run_1/sizing.png
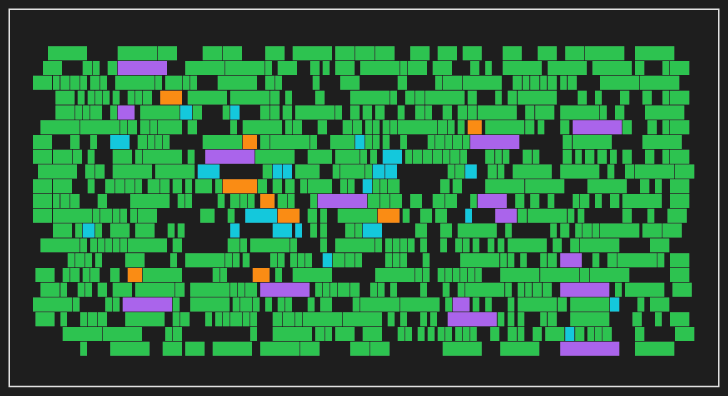
run_1/util_map.png
Scale bar: 50 um. 13 x 7 tiles, from dark blue (low) to red (high), 0 to 100% covered.
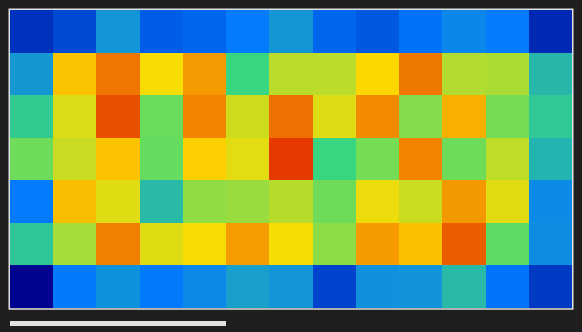
run_1/route_heat.png
Scale bar: 50 um. 26 x 14 tiles, from dark blue (low) to red (high), scaled to the fullest tile. Values are wire area over tile area, all layers added.
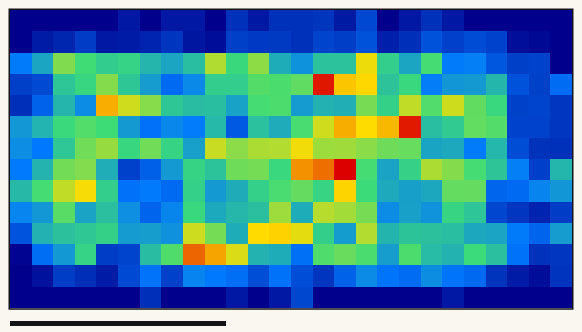
**config.mk**
```make
export PLATFORM = sky130hd
export DESIGN_NAME = fifo_word_packer
export DESIGN_NICKNAME = d
export VERILOG_FILES = /design/src/rtl/fifo_word_packer.sv
export SDC_FILE = /design/constraint.sdc
export NUM_CORES = 1
export LEC_CHECK = 0
export ABC_AREA = 1
export CAP_MARGIN = 20
export CORE_ASPECT_RATIO = 0.5
export CORE_MARGIN = 4
export CORE_UTILIZATION = 52
export DETAILED_ROUTE_END_ITERATION = 10
export GPL_TIMING_DRIVEN = 0
export PLACE_DENSITY = 0.75
export SYNTH_ARGS = -nofsm -noshare
export SYNTH_HDL_FRONTEND = slang
export SYNTH_SLANG_ARGS = --single-unit
```
**constraint.sdc**
```tcl
create_clock -name SYSCLK -period 3.07 [get_ports SYSCLK]
set_input_delay 0.4605 -clock SYSCLK [delete_from_list [all_inputs] [get_ports SYSCLK]]
set_output_delay 0.4605 -clock SYSCLK [all_outputs]
set_load 0.1 [all_outputs]
```
**src/rtl/fifo_word_packer.sv**
```systemverilog
// Read-side FIFO agent: drains bytes, packs them little-endian into 32-bit words
// and hands them downstream on valid/ready; FLUSH forces out a partial word.
module fifo_word_packer #(
  parameter int LANES = 4,
  parameter int CNT_W = 16
) (
  input  logic             SYSCLK,
  input  logic             RST,
  input  logic             EMPTY,
  input  logic [7:0]       FIFO_OUT,
  output logic             RD_EN,
  input  logic             FLUSH,
  output logic [31:0]      WORD_OUT,
  output logic [3:0]       WORD_BE,
  output logic             WORD_VLD,
  input  logic             WORD_RDY,
  output logic             FLUSH_DONE,
  output logic [CNT_W-1:0] BYTE_CNT
);

  localparam logic [0:0] ST_RUN   = 1'b0;
  localparam logic [0:0] ST_DRAIN = 1'b1;
  localparam logic [2:0] FULL     = 3'(LANES);

  logic [0:0]       state_r;
  logic [31:0]      acc_r;
  logic [2:0]       fill_r;
  logic             pend_r;
  logic [31:0]      word_out_r;
  logic [3:0]       word_be_r;
  logic             word_vld_r;
  logic             flush_done_r;
  logic [CNT_W-1:0] byte_cnt_r;

  logic             ofree_s;
  logic             xfer_s;
  logic             drain_go_s;
  logic             emit_s;
  logic             rd_en_s;
  logic [3:0]       fill_sum_s;
  logic [2:0]       fill_base_s;
  logic [2:0]       fill_nxt_s;
  logic [31:0]      acc_nxt_s;

  function automatic logic [3:0] be_from_fill(input logic [2:0] fill);
    logic [3:0] be;
    case (fill)
      3'd0:    be = 4'h0;
      3'd1:    be = 4'h1;
      3'd2:    be = 4'h3;
      3'd3:    be = 4'h7;
      3'd4:    be = 4'hF;
      default: be = 4'h0;
    endcase
    return be;
  endfunction

  function automatic logic [31:0] lane_mask(input logic [3:0] be);
    logic [31:0] mask;
    mask = 32'h0000_0000;
    for (int i = 0; i < 4; i++) begin
      mask[8*i +: 8] = {8{be[i]}};
    end
    return mask;
  endfunction

  // Handshake, read-strobe and word-emission decisions
  always_comb begin
    ofree_s    = !word_vld_r || WORD_RDY;
    xfer_s     = (fill_r == FULL) && ofree_s;
    fill_sum_s = {1'b0, fill_r} + {3'b000, pend_r};
    drain_go_s = (state_r == ST_DRAIN) && !pend_r && ((fill_r == 3'd0) || ofree_s);
    emit_s     = xfer_s || (drain_go_s && (fill_r != 3'd0));
    rd_en_s    = !RST && !EMPTY && (state_r == ST_RUN) && !FLUSH &&
                 ((fill_sum_s < 4'(LANES)) || xfer_s);
  end

  // Accumulator next state: an emitted word frees the lanes before any landing byte
  always_comb begin
    fill_base_s = emit_s ? 3'd0 : fill_r;
    acc_nxt_s   = emit_s ? 32'h0000_0000 : acc_r;
    if (pend_r) begin
      acc_nxt_s[{fill_base_s[1:0], 3'b000} +: 8] = FIFO_OUT;
      fill_nxt_s = fill_base_s + 3'd1;
    end else begin
      fill_nxt_s = fill_base_s;
    end
  end

  // Accumulator, read tracking and byte counter
  always_ff @(posedge SYSCLK) begin
    if (RST) begin
      acc_r      <= 32'h0000_0000;
      fill_r     <= 3'd0;
      pend_r     <= 1'b0;
      byte_cnt_r <= {CNT_W{1'b0}};
    end else begin
      acc_r  <= acc_nxt_s;
      fill_r <= fill_nxt_s;
      pend_r <= rd_en_s;
      if (pend_r) begin
        byte_cnt_r <= byte_cnt_r + {{(CNT_W-1){1'b0}}, 1'b1};
      end
    end
  end

  // Output word register and flush sequencing
  always_ff @(posedge SYSCLK) begin
    if (RST) begin
      word_out_r   <= 32'h0000_0000;
      word_be_r    <= 4'h0;
      word_vld_r   <= 1'b0;
      flush_done_r <= 1'b0;
      state_r      <= ST_RUN;
    end else begin
      if (emit_s) begin
        word_out_r <= acc_r & lane_mask(be_from_fill(fill_r));
        word_be_r  <= be_from_fill(fill_r);
        word_vld_r <= 1'b1;
      end else if (WORD_RDY) begin
        word_vld_r <= 1'b0;
      end
      flush_done_r <= drain_go_s;
      case (state_r)
        ST_RUN:   if (FLUSH) state_r <= ST_DRAIN;
        ST_DRAIN: if (drain_go_s) state_r <= ST_RUN;
        default:  state_r <= ST_RUN;
      endcase
    end
  end

  assign RD_EN      = rd_en_s;
  assign WORD_OUT   = word_out_r;
  assign WORD_BE    = word_be_r;
  assign WORD_VLD   = word_vld_r;
  assign FLUSH_DONE = flush_done_r;
  assign BYTE_CNT   = byte_cnt_r;

endmodule

```
==> qor.txt, run 1 <==
Outcome: complete, no violations
Number of antenna cells inserted: 0
Number of antenna violations at the first check in global routing: 0
Total leakage power: 1.81 nW
Share of cells above drive strength 1: 7.49%
Worst-case setup margin in the final layout: 131 ps
Detailed Place HPWL: 7080 um
Max Clock Freq: 0.340 GHz
Cell chosen for the clock root: sky130_fd_sc_hd__clkbuf_16
Average routed wire per standard cell: 13.8 um
Inst Count DP: 690
Wire length of the first global-routing pass: 15700 um
Required time at the endpoint of the critical path: 2610 ps
Die Footprint: 9020 um2
Post-synth net total: 551
Most frequent logic cell in the layout: sky130_fd_sc_hd__nand2_1
Placer congestion estimate: 0.844
Final Hold Fails: 0
Met2 wire length: 3890 um
Number of max-slew violations in the final report: 0
Late-Pin Clk Latency: 350 ps
Post-synth top cells: sky130_fd_sc_hd__nand2_1 (94), sky130_fd_sc_hd__nor2_1 (93), sky130_fd_sc_hd__dfxtp_1 (91)
Worst hold-check path type: reg -> reg
Routed via count: 3638
Worst Path Max Fanout: 10
Number of enable-type register cells in the synthesized netlist: 0
Htree depth: 3
Total wirelength of the detailed-routed design: 9750 um
Clock sinks: 91
Hold_buf cts: 0
Minimum clock period: 2940 ps
Cell Area, Synth: 3890 um2
GRT Resource Usage Total: 22.2%
Worst-case clock buffer depth: 2
Most numerous cell in the Yosys netlist: sky130_fd_sc_hd__nand2_1
First-pass detailed-route iteration total: 4
Mapped Cells: 531
Routed length on met1: 4930 um
Setup skew after layout: 8.29 ps
Clock buffer count from CTS: 9
Number of buffers inserted to repair setup after CTS: 0
Yosys cell count: 531
Number of vias per cell: 5.15
Library cell with the largest summed area after synthesis: sky130_fd_sc_hd__dfxtp_1
Fraction of the core area occupied by cells at floorplan: 55.9%
Area share of the largest cell type after synthesis: 46.8%
Chip Height: 69.2 um
Startpoint Class: input pin
Commonest register cell after synthesis: sky130_fd_sc_hd__dfxtp_1
Worst slew slack as a fraction of its limit: 33.5%
Hold slack: 462 ps
Critical path class: in -> out
Warning total across the stage logs: 31
Crit path DAT: 2480 ps
Count of filler cells inserted in the layout: 591
Number of max-cap violations: 0
Slew at the pin with the worst max-slew slack: 994 ps
Remaining global-route overflow: 0
Number of global-route vias before repair: 3146
Pwr Density: 499 nW/um2
Final cell count without fillers: 706
Area grow syn2layout: 28.1%
Period utilisation layout: 95.7%
Net total in the final layout: 629
Post-detailed-route count of antenna-violating nets: 0
Die X: 130 um
Number of remaining DRC errors: 0
Post-Synthesis Mean Instance Area: 7.33 um2
-- sizing.png (at the start) --
x6 and larger: in purple, cells 15, share 2.4%. x2: in cyan, cells 22, share 3.6%. x1 and smaller: in green, cells 568, share 93%. x3 and x4: in orange, cells 9, share 1.5%.

-- util_map.png (at the start) --
The fullest tile reaches 94%. The densest ninth of the die: middle. 23% of the tiles are over 75% full.
area inside the core boundary: 6960 um2
utilization after layout: 71.6%

-- route_heat.png (at the start) --
23% of the tiles are over half the peak. 11% of the tiles are nearly empty. The fullest tile reaches 0.54. The mean over all tiles is 0.18.

-- run 1: critical path, cell delays in order --
cell                              delay [ps]
sky130_fd_sc_hd__clkdlybuf4s50_1         460
sky130_fd_sc_hd__inv_1                    40
sky130_fd_sc_hd__nand2_1                  80
sky130_fd_sc_hd__nand3_2                 170
sky130_fd_sc_hd__buf_2                   250
sky130_fd_sc_hd__a21boi_2                120
sky130_fd_sc_hd__dlygate4sd2_1           890
-- run 1: path summary, 6_finish.rpt --
kind / from / to / slack (ps) / cells after the start
max: WORD_RDY / RD_EN / 130 / 7
min: WORD_OUT[28] / WORD_OUT[28] / 460 / 2
max reg2reg: WORD_VLD / acc_r[14] / 530 / 13
min reg2reg: WORD_OUT[28] / WORD_OUT[28] / 460 / 2
-- run 1: layout make-up --
cell class / count / area, um2 / area share, %
Clock buffer: 9 / 225 / 4.52
Clock inverter: 7 / 76.3 / 1.53
Tap cell: 92 / 115 / 2.31
Inverter: 51 / 191 / 3.84
Timing Repair Buffer: 67 / 669 / 13.4
Sequential cell: 91 / 1820 / 36.6
Multi-Input combinational cell: 362 / 1740 / 34.9
Buffer: 27 / 145 / 2.91
-- run 1: per-stage QoR --
step                instance area [um2]  util [%]  setup TNS, ps
floorplan                          3890         -              0
global placement                   4680      67.2           -240
detailed placement                 4680      67.2           -344
CTS                                4980      71.5              0
global route                       4980      71.6              0
finish                             4980      71.6              0
-- run 1: report_power, final --
part | switching [W] | leakage [nW] | internal (W)
Sequential | 0.00000718 | 0.734 | 0.00119
Combinational | 0.000120 | 0.939 | 0.0000491
Clock | 0.000484 | 0.142 | 0.000636
-- run 1: per-layer routing --
| metal | vias up | GRT usage (%) |
|---|---|---|
| li1 | 1873 | - |
| met1 | 1639 | 33.0 |
| met2 | 119 | 30.1 |
| met3 | 7 | 8.54 |
| met4 | 0 | 5.25 |
| met5 | - | 0 |
-- run 1: cell families after synthesis --
kind of cell / count (synthesis) / synth area share [%]
simple gates: 273 / 31.2
flops: 91 / 46.8
compound gates: 80 / 10.4
buf+inv: 78 / 8.65
fa+ha+maj: 7 / 2.25
xor+xnor: 2 / 0.643
-- run 1: state kept, by name, summed over array words and instances (netlist names) --
signal      count
pend_r          1
BYTE_CNT       16
FLUSH_DONE      1
acc_r          32
state_r         1
WORD_OUT       32
WORD_BE         4
WORD_VLD        1
fill_r          3
-- run 1: repair_timing --
| item | 4_1_cts | 5_1_grt |
|---|---|---|
| gates cloned | 0 | 0 |
| endpoints found under the hold margin | 0 | 0 |
| resized | 1 | 1 |
| setup endpoints to repair | 1 | 6 |
==> run 2: changes to the inputs <==
Settings changed: TNS_END_PERCENT set to 5.
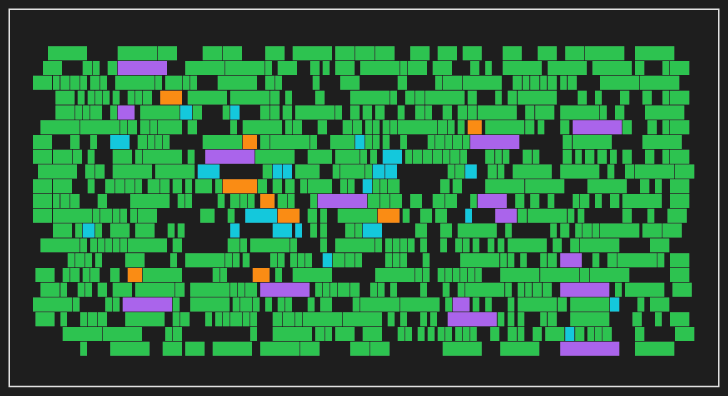
run_2/sizing.png
x2: in cyan, cells 22, share 3.6%. x3 and x4: in orange, cells 9, share 1.5%. x6 and larger: in purple, cells 15, share 2.4%. x1 and smaller: in green, cells 568, share 93%.

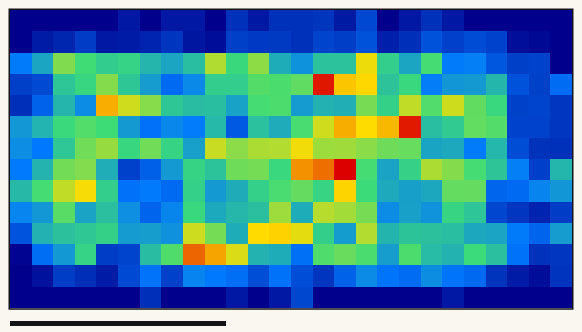
run_2/route_heat.png
Scale bar: 50 um. 26 x 14 tiles, from dark blue (low) to red (high), scaled to the fullest tile. Values are wire area over tile area, all layers added.
23% of the tiles are over half the peak. The densest ninth of the die: middle. The fullest tile reaches 0.54. The mean over all tiles is 0.18. 11% of the tiles are nearly empty.

==> run 2 against run 1 <==
Compared with the run above:
- design area did not move
- synthesized cell count did not move
- worst hold slack did not move
- combinational power barely moved
- final cell count did not move
- clock power barely moved
- critical path depth did not move
- critical path type unchanged
- largest cell class unchanged
==> qor.txt, run 2 <==
Outcome: complete, no violations
Post-synth top cells: sky130_fd_sc_hd__nand2_1 (94), sky130_fd_sc_hd__nor2_1 (93), sky130_fd_sc_hd__dfxtp_1 (91)
Area grow syn2layout: 28.1%
Final cell count without fillers: 706
Chip Height: 69.2 um
Net total in the final layout: 629
Reg-to-reg endpoint: acc_r[14]
Pwr Density: 499 nW/um2
Period utilisation layout: 95.7%
Number of global-route vias before repair: 3146
Htree depth: 3
Hold_buf cts: 0
Cells on Worst Hold Path: 2
Final Hold Fails: 0
Post-detailed-route count of antenna-violating nets: 0
Max Clock Freq: 0.340 GHz
Inst Count DP: 690
Placement Cell Area: 4680 um2
R2r startpoint: WORD_VLD
Placer congestion estimate: 0.844
Register share of total power: 48.1%
Number of remaining DRC errors: 0
Worst-case clock buffer depth: 2
Die X: 130 um
Yosys cell count: 531
Setup skew after layout: 8.29 ps
Top library cells by usage in the layout, fill and taps aside: sky130_fd_sc_hd__nand2_1 (94), sky130_fd_sc_hd__nor2_1 (92), sky130_fd_sc_hd__dfxtp_1 (91)
GRT Resource Usage Total: 22.2%
Worst reg2reg setup slack: 530 ps
Minimum clock period: 2940 ps
Worst r2r path cells: 13
Post-layout instance area: 4980 um2
Required time at the endpoint of the critical path: 2610 ps
Commonest register cell after synthesis: sky130_fd_sc_hd__dfxtp_1
Fraction of the core area occupied by cells at floorplan: 55.9%
Detailed Place HPWL: 7080 um
Cell family with the largest share of critical-path delay: buffers and inverters
Internal power contribution: 0.00187 W
Post-synth net total: 551
Critical path cell sequence: clkdlybuf4s50_1 -> inv_1 -> nand2_1 -> nand3_2 -> buf_2 -> a21boi_2 -> dlygate4sd2_1
Worst hold path endpoint: WORD_OUT[28]
Net Switching: 0.000611 W
Number of max-cap violations: 0
Critical path class: in -> out
Num rows: 21
Number of enable-type register cells in the synthesized netlist: 0
Number of antenna cells inserted: 0
Critical-path top delay cell: sky130_fd_sc_hd__dlygate4sd2_1
Slew at the pin with the worst max-slew slack: 994 ps
Logic gate share of total power: 6.8%
Crit path DAT: 2480 ps
Late-Pin Clk Latency: 350 ps
Routed via count: 3638
Area share of the largest cell type after synthesis: 46.8%
Startpoint of the lowest-slack hold path: WORD_OUT[28]
Remaining global-route overflow: 0
Switching power as a share of total power: 24.6%
Area inside the core boundary: 6960 um2
Utilization after layout: 71.6%
Average routed wire per standard cell: 13.8 um
Post-Synthesis Mean Instance Area: 7.33 um2
Setup Viol. Count Final: 0
Die Footprint: 9020 um2
Number of antenna violations at the first check in global routing: 0
Number of max-slew violations in the final report: 0
Setup crit end kind: output pin
Count of buffering cells on the critical path with inverters included: 4
Startpoint Class: input pin
Clock buffer count from CTS: 9
Most numerous cell in the Yosys netlist: sky130_fd_sc_hd__nand2_1
Worst Path Max Fanout: 10
Warning total across the stage logs: 31
Total wirelength of the detailed-routed design: 9750 um
Total leakage power: 1.81 nW
Library cell with the largest summed area after synthesis: sky130_fd_sc_hd__dfxtp_1
-- run 2: routing by layer --
metal	wire length [um]	GRT usage (%)
met1	4930	33.0
met2	3890	30.1
met3	838	8.54
met4	87	5.25
met5	0	0
-- run 2: area by class of cell --
cell class	instances	area [um2]
Inverter	51	191
Tap cell	92	115
Buffer	27	145
Multi-Input combinational cell	362	1740
Clock inverter	7	76.3
Fill cell	591	1980
Clock buffer	9	225
Sequential cell	91	1820
Timing Repair Buffer	67	669
-- run 2: power by group through the flow --
stage | logic, W | clock network [W] | registers [W]
2_1_floorplan | 0.0000927 | 0 | 0.00124
3_3_place_gp | 0.000166 | 0 | 0.00122
6_report | 0.000169 | 0.00112 | 0.00120
4_1_cts | 0.000166 | 0.00113 | 0.00120
5_1_grt | 0.000185 | 0.00119 | 0.00120
3_5_place_dp | 0.000166 | 0 | 0.00122
-- run 2: through the flow --
step / power, W / TNS [ps] / hold WS, ps / worst slack [ps]
2_1_floorplan: 0.00133 / 0 / 444 / 195
3_3_place_gp: 0.00139 / -240 / 450 / -118
3_5_place_dp: 0.00139 / -344 / 451 / -143
4_1_cts: 0.00249 / 0 / 461 / 114
5_1_grt: 0.00257 / 0 / 470 / 25.7
6_report: 0.00248 / 0 / 462 / 131
-- run 2: worst max path at each step --
| stage | from | depth (start not counted) | slack, ps | end |
|---|---|---|---|---|
| 2_1_floorplan | WORD_VLD | 13 | 190 | acc_r[13] |
| 3_3_place_gp | WORD_RDY | 7 | -120 | RD_EN |
| 3_5_place_dp | WORD_RDY | 7 | -140 | RD_EN |
| 4_1_cts | WORD_RDY | 7 | 110 | RD_EN |
| 5_1_grt | WORD_RDY | 7 | 30 | RD_EN |
| 6_report | WORD_RDY | 7 | 130 | RD_EN |
-- run 2: cell families after synthesis --
logic type	Yosys count	share of synthesized area [%]
simple gates	273	31.2
flops	91	46.8
compound gates	80	10.4
buf+inv	78	8.65
fa+ha+maj	7	2.25
xor+xnor	2	0.643
-- run 2: timing repair --
action / in CTS / in global routing
endpoints found under the setup margin: 1 / 6
pin swaps: 0 / 0
resized: 1 / 1
-- run 2: tightest hold or removal path, delay by kind of cell, from the launching register on --
kind             cells  cell delay, ps
AND/OR/NAND/NOR      1              60
flip-flops           1             310
AND-OR/OR-AND        1              50
run_2/congestion_map.png
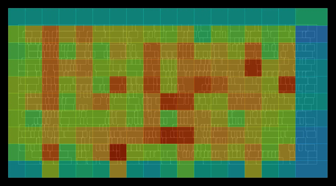

==> run 3: changes to the inputs <==
Settings changed: CORE_UTILIZATION 52 to 54, CTS_BUF_LIST set to sky130_fd_sc_hd__clkbuf_8, PLACE_DENSITY 0.75 to 0.77.
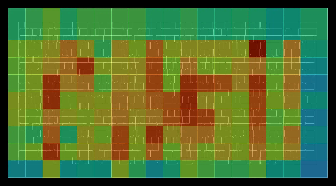
run_3/congestion_map.png
utilization after layout: 71.7%
average routed wire per standard cell: 13.9 um

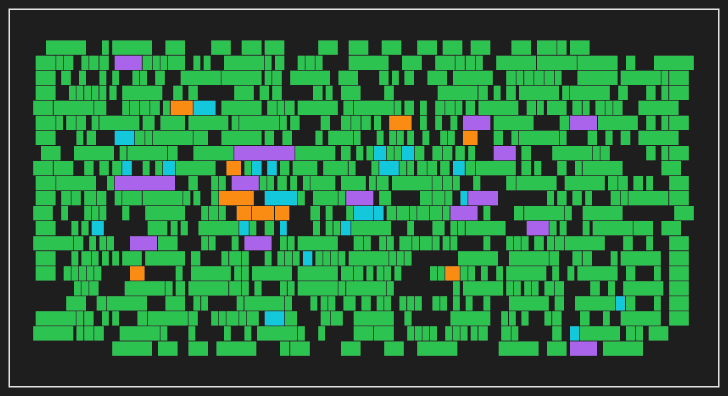
run_3/sizing.png
x3 and x4: in orange, cells 10, share 1.6%. x1 and smaller: in green, cells 568, share 93%. x6 and larger: in purple, cells 14, share 2.3%. x2: in cyan, cells 22, share 3.6%.
worst-case setup margin in the final layout: 319 ps
area grow syn2layout: 25.8%

==> run 3 against run 2 <==
Compared with the run above:
- power is 9.6% lower
- maximum frequency rose by 6.8%
- register-to-register slack worse by 20 ps
- clock power fell by 21%
- design area fell by 1.8%
- global-route usage is 1.4 points higher
- sequential power about the same
- combinational power hardly changed
- synthesized cell count did not move
- sequential share of layout area grew 0.65 points
==> qor.txt, run 3 <==
Number of buffers inserted to repair setup after CTS: 0
Number of remaining DRC errors: 0
Pwr Density: 459 nW/um2
Placer congestion estimate: 0.832
Share of cells above drive strength 1: 7.49%
Die X: 128 um
Chip Height: 68.0 um
Cell chosen for the clock root: sky130_fd_sc_hd__clkbuf_8
Number of enable-type register cells in the synthesized netlist: 0
Cell Area, Synth: 3890 um2
Required time at the endpoint of the critical path: 3370 ps
Critical path class: in -> reg
Reg-to-reg endpoint: acc_r[29]
Htree depth: 3
Critical path cell sequence: clkdlybuf4s50_1 -> inv_1 -> nand2_1 -> buf_2 -> nand3_4 -> nand2_4 -> inv_2 -> nand2_1 -> ha_1 -> or3_1 -> clkbuf_1 -> nor2_1 -> nor2_1 -> nor2_1
Number of antenna cells inserted: 0
Count of buffering cells on the critical path with inverters included: 5
Net total in the final layout: 629
Inst Count DP: 690
Number of max-cap violations: 0
Setup Viol. Count Final: 0
Most used cell, CP: sky130_fd_sc_hd__nor2_1
Total leakage power: 1.77 nW
Die Footprint: 8710 um2
Critical path depth: 14
Commonest register cell after synthesis: sky130_fd_sc_hd__dfxtp_1
Slew at the pin with the worst max-slew slack: 996 ps
Number of max-slew violations in the final report: 0
Final TNS setup: 0 ps
Worst-case clock buffer depth: 2
Period utilisation layout: 89.6%
Mapped Cells: 531
Setup skew after layout: 8.09 ps
Late-Pin Clk Latency: 370 ps
Outcome: complete, no violations
GRT Resource Usage Total: 23.7%
Top library cells by usage in the layout, fill and taps aside: sky130_fd_sc_hd__nand2_1 (94), sky130_fd_sc_hd__nor2_1 (92), sky130_fd_sc_hd__dfxtp_1 (91)
Num rows: 21
Most numerous cell in the Yosys netlist: sky130_fd_sc_hd__nand2_1
Post-detailed-route count of antenna-violating nets: 0
Clock sinks: 91
Cell family with the largest share of critical-path delay: simple AND/OR/NAND/NOR gates
Most frequent logic cell in the layout: sky130_fd_sc_hd__nand2_1
Wire length of the first global-routing pass: 15900 um
Routed via count: 3645
Total wirelength of the detailed-routed design: 9840 um
Number of vias per cell: 5.16
Area inside the core boundary: 6830 um2
Warning total across the stage logs: 31
Number of antenna violations at the first check in global routing: 0
Last element of the critical path: acc_r[29]
Worst slew slack as a fraction of its limit: 33.4%
Critical-path top delay cell: sky130_fd_sc_hd__clkdlybuf4s50_1
Worst hold-check path type: reg -> reg
Setup crit end kind: flop
Final cell count without fillers: 706
Max Clock Freq: 0.363 GHz
Crit path DAT: 3060 ps
Hold_buf cts: 0
First-pass detailed-route iteration total: 5
Yosys cell count: 531
Detailed Place HPWL: 7180 um
Critical Path Max Stage Delay: 450 ps
Startpoint of the lowest-slack hold path: WORD_OUT[28]
Worst Path Max Fanout: 10
run 3: layout make-up:
class	instances	area (um2)	share of cell area, %
sequential	91	1820	37.2
buffer	27	145	2.96
timing repair buffer	67	666	13.6
inverter	51	191	3.91
multi-input combinational	362	1740	35.5
clock buffer	9	124	2.53
tap	92	115	2.35
clock inverter	7	93.8	1.92
run 3: cells by family (layout without fill, tap and decap cells):
group           count (synthesis)  in the layout  share of synthesized area [%]
simple gates                  273            273                           31.2
flops                          91             91                           46.8
compound gates                 80             80                           10.4
buf+inv                        78            161                           8.65
fa+ha+maj                       7              7                           2.25
xor+xnor                        2              2                          0.643
run 3: what timing repair did:
item / 4_1_cts / 5_1_grt
gates resized: 1 / 3
endpoints found under the setup margin: 1 / 6
gates cloned: 0 / 0
run 3: worst min-delay path by stage:
stage / end / depth (start not counted)
after floorplan: acc_r[0] / 2
after global placement: WORD_OUT[28] / 2
after detailed placement: WORD_OUT[18] / 2
after CTS: WORD_OUT[18] / 2
after global routing: WORD_OUT[28] / 2
final: WORD_OUT[28] / 2
run 3: through the flow:
step	hold WS (ps)	setup slack [ps]	power (W)	utilization, %	cell area (um2)
global placement	449	-124	0.00139	68.5	4680
CTS	469	74.1	0.00226	71.7	4900
global route	483	117	0.00233	71.7	4900
floorplan	444	195	0.00133	-	3890
detailed placement	455	-164	0.00139	68.5	4680
finish	465	319	0.00225	71.7	4900
run 3: tightest hold or removal path, cell delays in order (launching register included):
cell and delay (ps):
sky130_fd_sc_hd__dfxtp_1 310, sky130_fd_sc_hd__nand2_1 60, sky130_fd_sc_hd__a21oi_1 50
run 3: report_power, final:
| part | switching, W | total [W] | internal [W] |
|---|---|---|---|
| Clock | 0.000427 | 0.000882 | 0.000455 |
| Sequential | 0.00000787 | 0.00120 | 0.00119 |
| Combinational | 0.000121 | 0.000170 | 0.0000489 |
| Total | 0.000555 | 0.00225 | 0.00169 |
run 3: per-layer routing:
layer,wire length [um],track usage [%]
met1,4870,32.5
met2,4060,35.9
met3,775,7.56
met4,125,6.88
met5,0,0
No activity file was given, so power comes from the tool's default toggle rates.
